### config.mk
export PLATFORM = sky130hd
export DESIGN_NAME = my_isolation_ctrl
export DESIGN_NICKNAME = d
export VERILOG_FILES = /design/src/rtl/my_isolation_ctrl.sv
export SDC_FILE = /design/constraint.sdc
export NUM_CORES = 1
export LEC_CHECK = 0
export CORE_UTILIZATION = 49
export CTS_CLUSTER_DIAMETER = 60
export DETAILED_ROUTE_END_ITERATION = 6
export PLACE_DENSITY = 0.72
export REMOVE_ABC_BUFFERS = 1
export SYNTH_ARGS = -nofsm -noshare
export SYNTH_HDL_FRONTEND = slang
export SYNTH_SLANG_ARGS = --single-unit
export TNS_END_PERCENT = 10
### constraint.sdc
create_clock -name iClk -period 2.1 [get_ports iClk]
set_input_delay 0.42 -clock iClk [delete_from_list [all_inputs] [get_ports iClk]]
set_output_delay 0.42 -clock iClk [all_outputs]
set_load 0.005 [all_outputs]
### src/rtl/my_isolation_ctrl.sv
// Operand-isolation sequencer: wakes the functional unit on demand, holds off ready
// through a settling window, re-isolates after an idle run or on a forced request.
module my_isolation_ctrl #(
  parameter int WAKE_CYCLES  = 2,
  parameter int IDLE_TIMEOUT = 8,
  parameter int CNT_WIDTH    = 4,
  parameter int STAT_WIDTH   = 16
) (
  input  logic                  iClk,
  input  logic                  iReset_n,
  input  logic                  iOp_Valid,
  input  logic                  iForce_Isolate,
  input  logic                  iStat_Clear,
  output logic                  oOp_Ready,
  output logic                  oIsolation_Signal,
  output logic [1:0]            oState,
  output logic [STAT_WIDTH-1:0] oIso_Cycles
);

  typedef enum logic [1:0] {
    ISO    = 2'b00,
    WAKE   = 2'b01,
    ACTIVE = 2'b10
  } state_t;

  localparam logic [CNT_WIDTH-1:0] WAKE_LAST = CNT_WIDTH'(WAKE_CYCLES - 1);
  localparam logic [CNT_WIDTH-1:0] IDLE_LAST = CNT_WIDTH'(IDLE_TIMEOUT - 1);

  state_t                state;
  logic [CNT_WIDTH-1:0]  wake_cnt;
  logic [CNT_WIDTH-1:0]  idle_cnt;
  logic [STAT_WIDTH-1:0] iso_cycles;
  logic                  pass_en;
  logic                  ready;

  // Outputs are updated together with the state so pass/ready never disagree with it.
  always_ff @(posedge iClk or negedge iReset_n) begin
    if (!iReset_n) begin
      state      <= ISO;
      wake_cnt   <= '0;
      idle_cnt   <= '0;
      iso_cycles <= '0;
      pass_en    <= 1'b0;
      ready      <= 1'b0;
    end else begin
      if (iStat_Clear)
        iso_cycles <= '0;
      else if (state == ISO && iso_cycles != '1)
        iso_cycles <= iso_cycles + 1'b1;

      if (iForce_Isolate) begin
        state   <= ISO;
        pass_en <= 1'b0;
        ready   <= 1'b0;
      end else begin
        case (state)
          ISO: begin
            if (iOp_Valid) begin
              state    <= WAKE;
              wake_cnt <= '0;
              pass_en  <= 1'b1;
            end
          end
          WAKE: begin
            wake_cnt <= wake_cnt + 1'b1;
            if (wake_cnt == WAKE_LAST) begin
              state    <= ACTIVE;
              idle_cnt <= '0;
              ready    <= 1'b1;
            end
          end
          ACTIVE: begin
            // A request on the timeout edge keeps the unit awake.
            if (iOp_Valid) begin
              idle_cnt <= '0;
            end else if (idle_cnt == IDLE_LAST) begin
              state   <= ISO;
              pass_en <= 1'b0;
              ready   <= 1'b0;
            end else begin
              idle_cnt <= idle_cnt + 1'b1;
            end
          end
          default: begin
            state   <= ISO;
            pass_en <= 1'b0;
            ready   <= 1'b0;
          end
        endcase
      end
    end
  end

  assign oState            = state;
  assign oIsolation_Signal = pass_en;
  assign oOp_Ready         = ready;
  assign oIso_Cycles       = iso_cycles;

endmodule

==> GITHUB_STEP_SUMMARY, run 1 <==
### Flow metrics

| Metric | Value |
|---|---|
| Outcome | `finished, final reports clean` |
| 1st-pass router iterations | `4` |
| Synth flops | `28` |
| I/O pins | `25` |
| Hold slack | `0.4546 ns` |
| Ys cells | `160` |
| WL/cell | `14.10 um` |
| FFs w/ async S/R, synth | `100.0%` |
| Hold-fix buffers, CTS | `0` |
| Crit path required time | `2.33 ns` |
| Critical path class | `flop to flop` |
| Layer with the highest usage | `met2` |
| Worst hold path class | `primary input to async pin` |
| DP HPWL | `2353 um` |
| Max-capacitance violation count | `0` |
| Fin. max-slew vios | `0` |
| FP Util | `52.05%` |
| Largest net degree at the start of global routing | `29` |
| Area grow syn2layout | `19.37%` |
| Register area share after synthesis | `44.09%` |
| Post-CTS Setup Inserts | `0` |
| Final Cycle Share | `90.24%` |
| Synthesized area | `1589 um2` |
| Final Skew | `0.006040 ns` |
| Finished Layout Cells | `229` |
| Input/output buffers | `24` |
| Remaining Overflow, GRT | `0` |
| Initial antenna violation count | `0` |
| Post-synth EDFFs | `0` |
| Fmax | `527.7 MHz` |
| Grt met1 use | `26.28%` |
| Max-Slew Margin vs Limit | `59.95%` |
| Worst Setup End Kind | `flop` |
| Area share, top type | `44.09%` |
| Leak pwr | `0.8134 nW` |
| VDD IR max | `0.3886 mV` |
| Clk buf depth | `2` |
| Via-to-Cell Ratio | `5.860` |
| Post-route DRC violation count | `0` |
| Site Rows | `20` |
| Most frequent cells in the layout | `28 x dfrtp_1, 24 x clkdlybuf4s50_1, 12 x nor2_1, 12 x a21oi_1, 10 x nand2_1` |
| Clock slew at reported path FFs | `0.14 ns` |
| Sum of negative setup slack | `0 ns` |
| Layout cell share with drive strength beyond 1 | `8.108%` |
| Period minus WS final | `1.895 ns` |
## run 1: power breakdown
part           total [W]  internal (W)  switching [W]
Combinational   0.000356      0.000184       0.000172
Clock           0.000217     0.0000673       0.000150
Sequential      0.000704      0.000614      0.0000897
Total            0.00128      0.000865       0.000412
## run 1: routing by layer
layer | share of wire, % | wire length, um
met5 | 0 | 0
met4 | 1.4 | 45
met3 | 3.7 | 120
met2 | 50 | 1624
met1 | 45 | 1440
## run 1: layout make-up
class	instances	area [um2]
Clock buffer	3	22.52
Fill cell	284	1156
Inverter	9	33.78
Multi-Input combinational cell	117	814.5
Sequential cell	28	700.7
Tap cell	44	55.05
Timing Repair Buffer	28	270.3
## run 1: cell families (layout without fill, tap and decap cells)
kind of cell / count (synthesis) / count (layout) / share of synthesized area (%)
buffers and inverters: 15 / 40 / 4.645
muxes: 5 / 5 / 3.307
adders and majority gates: 4 / 4 / 3.150
DFF: 28 / 28 / 44.09
and+or+nand+nor: 67 / 67 / 26.38
AOI/OAI and AO/OA: 39 / 39 / 17.32
xor gates and xnor gates: 2 / 2 / 1.103
## run 1: critical path: stages, from the launching register on
cell,delay (ns)
dfrtp_1,0.45
ha_1,0.23
nand4_1,0.18
o41ai_4,0.46
buf_4,0.24
mux2i_1,0.20
nor2_1,0.05
## run 1: path summary, 6_finish.rpt
| check | startpoint | endpoint | slack [ns] | cells after the start |
|---|---|---|---|---|
| min in group iClk | idle_cnt[0]$_DFFE_PN0P_ | idle_cnt[0]$_DFFE_PN0P_ | 0.55 | 1 |
| worst min-delay path | iReset_n | wake_cnt[3]$_DFFE_PN0P_ | 0.45 | 2 |
| max in group asynchronous | iReset_n | oOp_Ready$_DFFE_PN0P_ | 1.38 | 2 |
| worst min register to register | idle_cnt[0]$_DFFE_PN0P_ | idle_cnt[0]$_DFFE_PN0P_ | 0.55 | 1 |
| worst max register to register | oIso_Cycles[0]$_DFFE_PN0P_ | oIso_Cycles[1]$_DFFE_PN0P_ | 0.20 | 6 |
| worst max-delay path | oIso_Cycles[0]$_DFFE_PN0P_ | oIso_Cycles[1]$_DFFE_PN0P_ | 0.20 | 6 |
## run 1: state kept, by name, indices dropped and copies added (netlist names)
| name | cells |
|---|---|
| oIsolation_Signal | 1 |
| oIso_Cycles | 16 |
| wake_cnt | 4 |
| idle_cnt | 4 |
| oState | 2 |
| oOp_Ready | 1 |
## run 1: stage by stage
step	setup WS (ns)	total power, W	cell area, um2	util [%]
2_1_floorplan	0.1792	0.0009044	1549	-
3_3_place_gp	0.2013	0.001048	1874	61.39
3_5_place_dp	0.1372	0.001074	1874	61.39
4_1_cts	0.1868	0.001293	1897	62.13
5_1_grt	0.06361	0.001366	1897	62.13
6_report	0.2049	0.001277	1897	62.13
Fig. 1: run 1, signal metal coverage by tile
12 x 12 tiles, from white (low) to dark blue (high), scaled to the fullest tile. Values are wire area over tile area, all layers added.
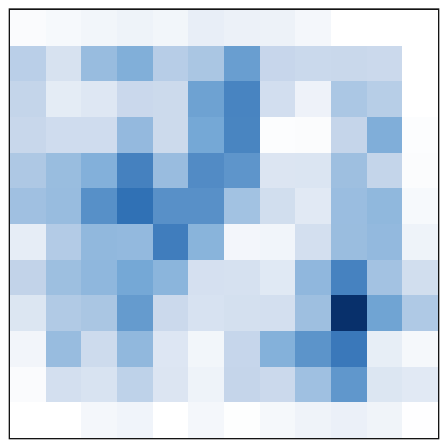
15% of the tiles are over half the peak. The emptiest ninth of the die: top right. The mean over all tiles is 0.15. The fullest tile reaches 0.54. The densest ninth of the die: left middle.

Fig. 2: run 1, pin map
The bar under the picture is 20 um long. Pins as bars across the die edge, other pins in grey.
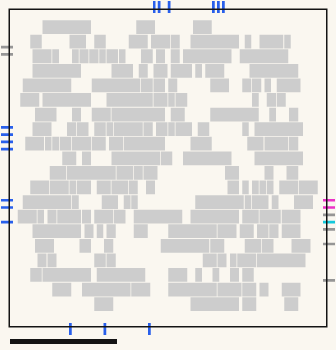
`oIso_Cycles`: shown in blue, pins 16, direction output, edge 7 left, 6 top, 3 bottom. `iForce_Isolate`: shown in cyan, pins 1, direction input, edge right. `oState`: shown in magenta, pins 2, direction output, edge right.

Fig. 3: run 1, selected gate families
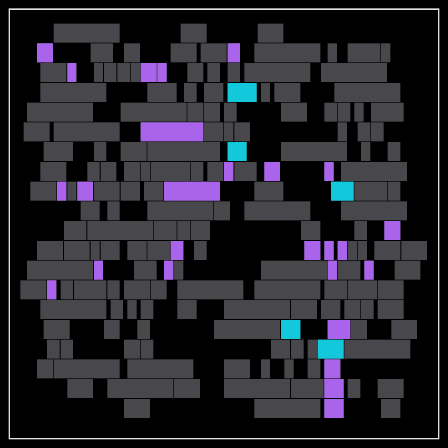
AND-OR and OR-AND gates: shown in cyan, cells 5, most used a21o_1. NOR gates: shown in purple, cells 26, most used nor2_1, where spread over the die.

Fig. 4: run 1, close-up of the layout
The bar under the picture is 5 um long. Window x 19 to 39, y 31 to 51 um. Cells in grey, sequential cells in the stronger grey; small squares are vias.
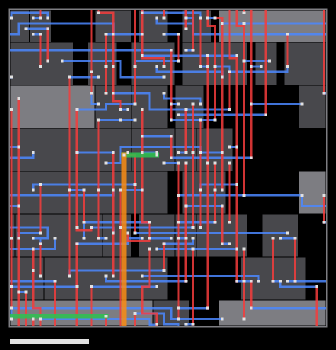

==> inputs of run 2 (changes only) <==
--- a/config.mk
+++ b/config.mk
@@ -5,10 +5,10 @@
 export SDC_FILE = /design/constraint.sdc
 export NUM_CORES = 1
 export LEC_CHECK = 0
-export CORE_UTILIZATION = 49
+export CORE_UTILIZATION = 45
 export CTS_CLUSTER_DIAMETER = 60
 export DETAILED_ROUTE_END_ITERATION = 6
-export PLACE_DENSITY = 0.72
+export PLACE_DENSITY = 0.67
 export REMOVE_ABC_BUFFERS = 1
 export SYNTH_ARGS = -nofsm -noshare
 export SYNTH_HDL_FRONTEND = slang
Fig. 5: run 2, close-up of the layout
The bar under the picture is 5 um long. Window x 21 to 41, y 33 to 53 um. Cells in grey, sequential cells in the stronger grey; small squares are vias.
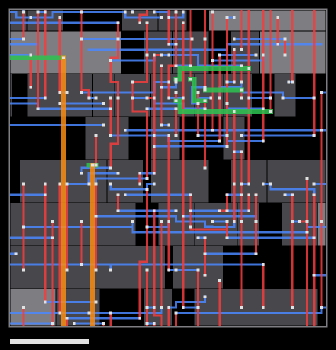
met4: shown in orange. met1: shown in blue. met3: shown in green. met2: shown in red.
Netlist names of flops here include `oIso_Cycles` (1). Sequential cells in the window: 1. 29 logic cells have their middle in the window. Most frequent: nand4_1 (3), a21oi_1 (3), nor2_1 (2).

==> run 2 against run 1 <==
  * Synthesized cell count is the same
  * Power grew 0.27%
  * Via count shrank 1.5%
  * First-iteration DRC count shrank 13%
  * Utilization shrank 5.7 points
  * Area after synthesis is the same
  * Clock skew grew 0.0041 ns
  * Critical endpoint is now oIso_Cycles[9]$_DFFE_PN0P_
  * Highest routed layer unchanged
==> GITHUB_STEP_SUMMARY, run 2 <==
### Flow metrics

| Metric | Value |
|---|---|
| Worst Setup End Kind | `flop` |
| Layout cell share with drive strength beyond 1 | `8.108%` |
| Int Pwr | `0.0008636 W` |
| Register area share after synthesis | `44.09%` |
| Critical path class | `flop to flop` |
| Post-synth EDFFs | `0` |
| Remaining Overflow, GRT | `0` |
| Fin. max-slew vios | `0` |
| Initial antenna violation count | `0` |
| Max-capacitance violation count | `0` |
| Ys cells | `160` |
| Area share, top type | `44.09%` |
| Largest net degree at the start of global routing | `29` |
| Leak pwr | `0.8134 nW` |
| Worst hold path class | `primary input to async pin` |
| FP Util | `47.25%` |
| Finished Layout Cells | `231` |
| Register area | `700.7 um2` |
| Clk buf depth | `2` |
| WL/cell | `14.35 um` |
| Logic pwr share | `27.7%` |
| Hold slack | `0.4584 ns` |
| Sum of negative setup slack | `0 ns` |
| 1st-pass router iterations | `4` |
| Outcome | `finished, final reports clean` |
| Post-Route Utilization | `56.47%` |
| Max reg flops | `16` |
| Reg2Reg Setup Slack | `0.20 ns` |
| Site Rows | `21` |
| Sequential share of power | `55.1%` |
| Fmax | `527.2 MHz` |
| Clock power share | `17.2%` |
| Period minus WS final | `1.897 ns` |
| DP HPWL | `2451 um` |
| Crit path required time | `2.33 ns` |
| Root buffer cell | `clkbuf_4` |
| Switching share of power | `32.53%` |
| Via-to-Cell Ratio | `5.723` |
| # fillers | `313` |
| Post-CTS Setup Inserts | `0` |
| Synthesized area | `1589 um2` |
| Sw Pwr | `0.0004164 W` |
| Input/output buffers | `24` |
| I/O pins | `25` |
| Hold-fix buffers, CTS | `0` |
| Final nets | `196` |
| Total Power | `0.001280 W` |
| PD cells | `673.9 nW/um2` |
| Max-Slew Margin vs Limit | `58.70%` |
Fig. 6: run 2, clock routing
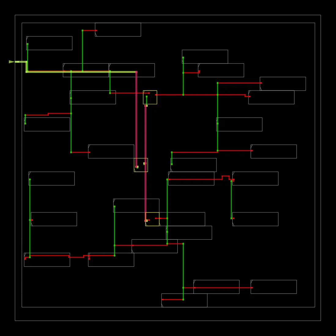
flop count: 28
clkbuf count: 3
clock group total power: 0.000220 W

## run 2: cell counts in the layout (fill, tap and decap cells not counted)
Identical to the previous run, type by type.
## run 2: per-layer routing
layer / global-route usage, % / share of wire [%]
met2: 33.39 / 49
met4: 8.254 / 1.3
met5: 0 / 0
met1: 25.07 / 46
met3: 2.101 / 3.8
## run 2: final cells by class
type | count | area share [%]
Clock buffer | 3 | 1.186
Tap cell | 46 | 3.030
Timing Repair Buffer | 28 | 14.23
Sequential cell | 28 | 36.89
Inverter | 9 | 1.779
Multi-Input combinational cell | 117 | 42.89
## run 2: through the flow
stage                     instance area [um2]  setup WS [ns]
final                                    1899         0.2031
after detailed placement                 1877         0.1482
after global routing                     1899        0.04918
after CTS                                1899         0.1902
after floorplan                          1549         0.1792
after global placement                   1877         0.2034
## run 2: logic make-up after synthesis
kind of cell | share of synthesized area [%]
buffers and inverters | 4.645
and+or+nand+nor | 26.38
adders and majority gates | 3.150
DFF | 44.09
muxes | 3.307
xor gates and xnor gates | 1.103
AOI/OAI and AO/OA | 17.32
## run 2: power groups by stage
stage          sequential (W)  clock (W)  combinational (W)
3_3_place_gp         0.000708          0           0.000343
4_1_cts              0.000707   0.000236           0.000360
6_report             0.000705   0.000220           0.000354
3_5_place_dp         0.000717          0           0.000359
2_1_floorplan        0.000704          0           0.000201
5_1_grt              0.000718   0.000258           0.000402
## run 2: final timing paths
check | start | endpoint | depth (start not counted)
setup / recovery | oIso_Cycles[0]$_DFFE_PN0P_ | oIso_Cycles[9]$_DFFE_PN0P_ | 5
hold / removal | iReset_n | wake_cnt[2]$_DFFE_PN0P_ | 2
setup reg to reg | oIso_Cycles[0]$_DFFE_PN0P_ | oIso_Cycles[9]$_DFFE_PN0P_ | 5
hold reg to reg | idle_cnt[0]$_DFFE_PN0P_ | idle_cnt[0]$_DFFE_PN0P_ | 1
max in group asynchronous | iReset_n | oIso_Cycles[0]$_DFFE_PN0P_ | 2
min in group iClk | idle_cnt[0]$_DFFE_PN0P_ | idle_cnt[0]$_DFFE_PN0P_ | 1
## run 2: worst max-delay path, cell delays in order (launching register included)
cell      delay [ns]
dfrtp_1         0.46
ha_1            0.24
and4_1          0.35
nand4_1         0.20
o211ai_1        0.22
mux2_1          0.33
Power figures rest on the tool's default switching activity, not on a simulated workload.
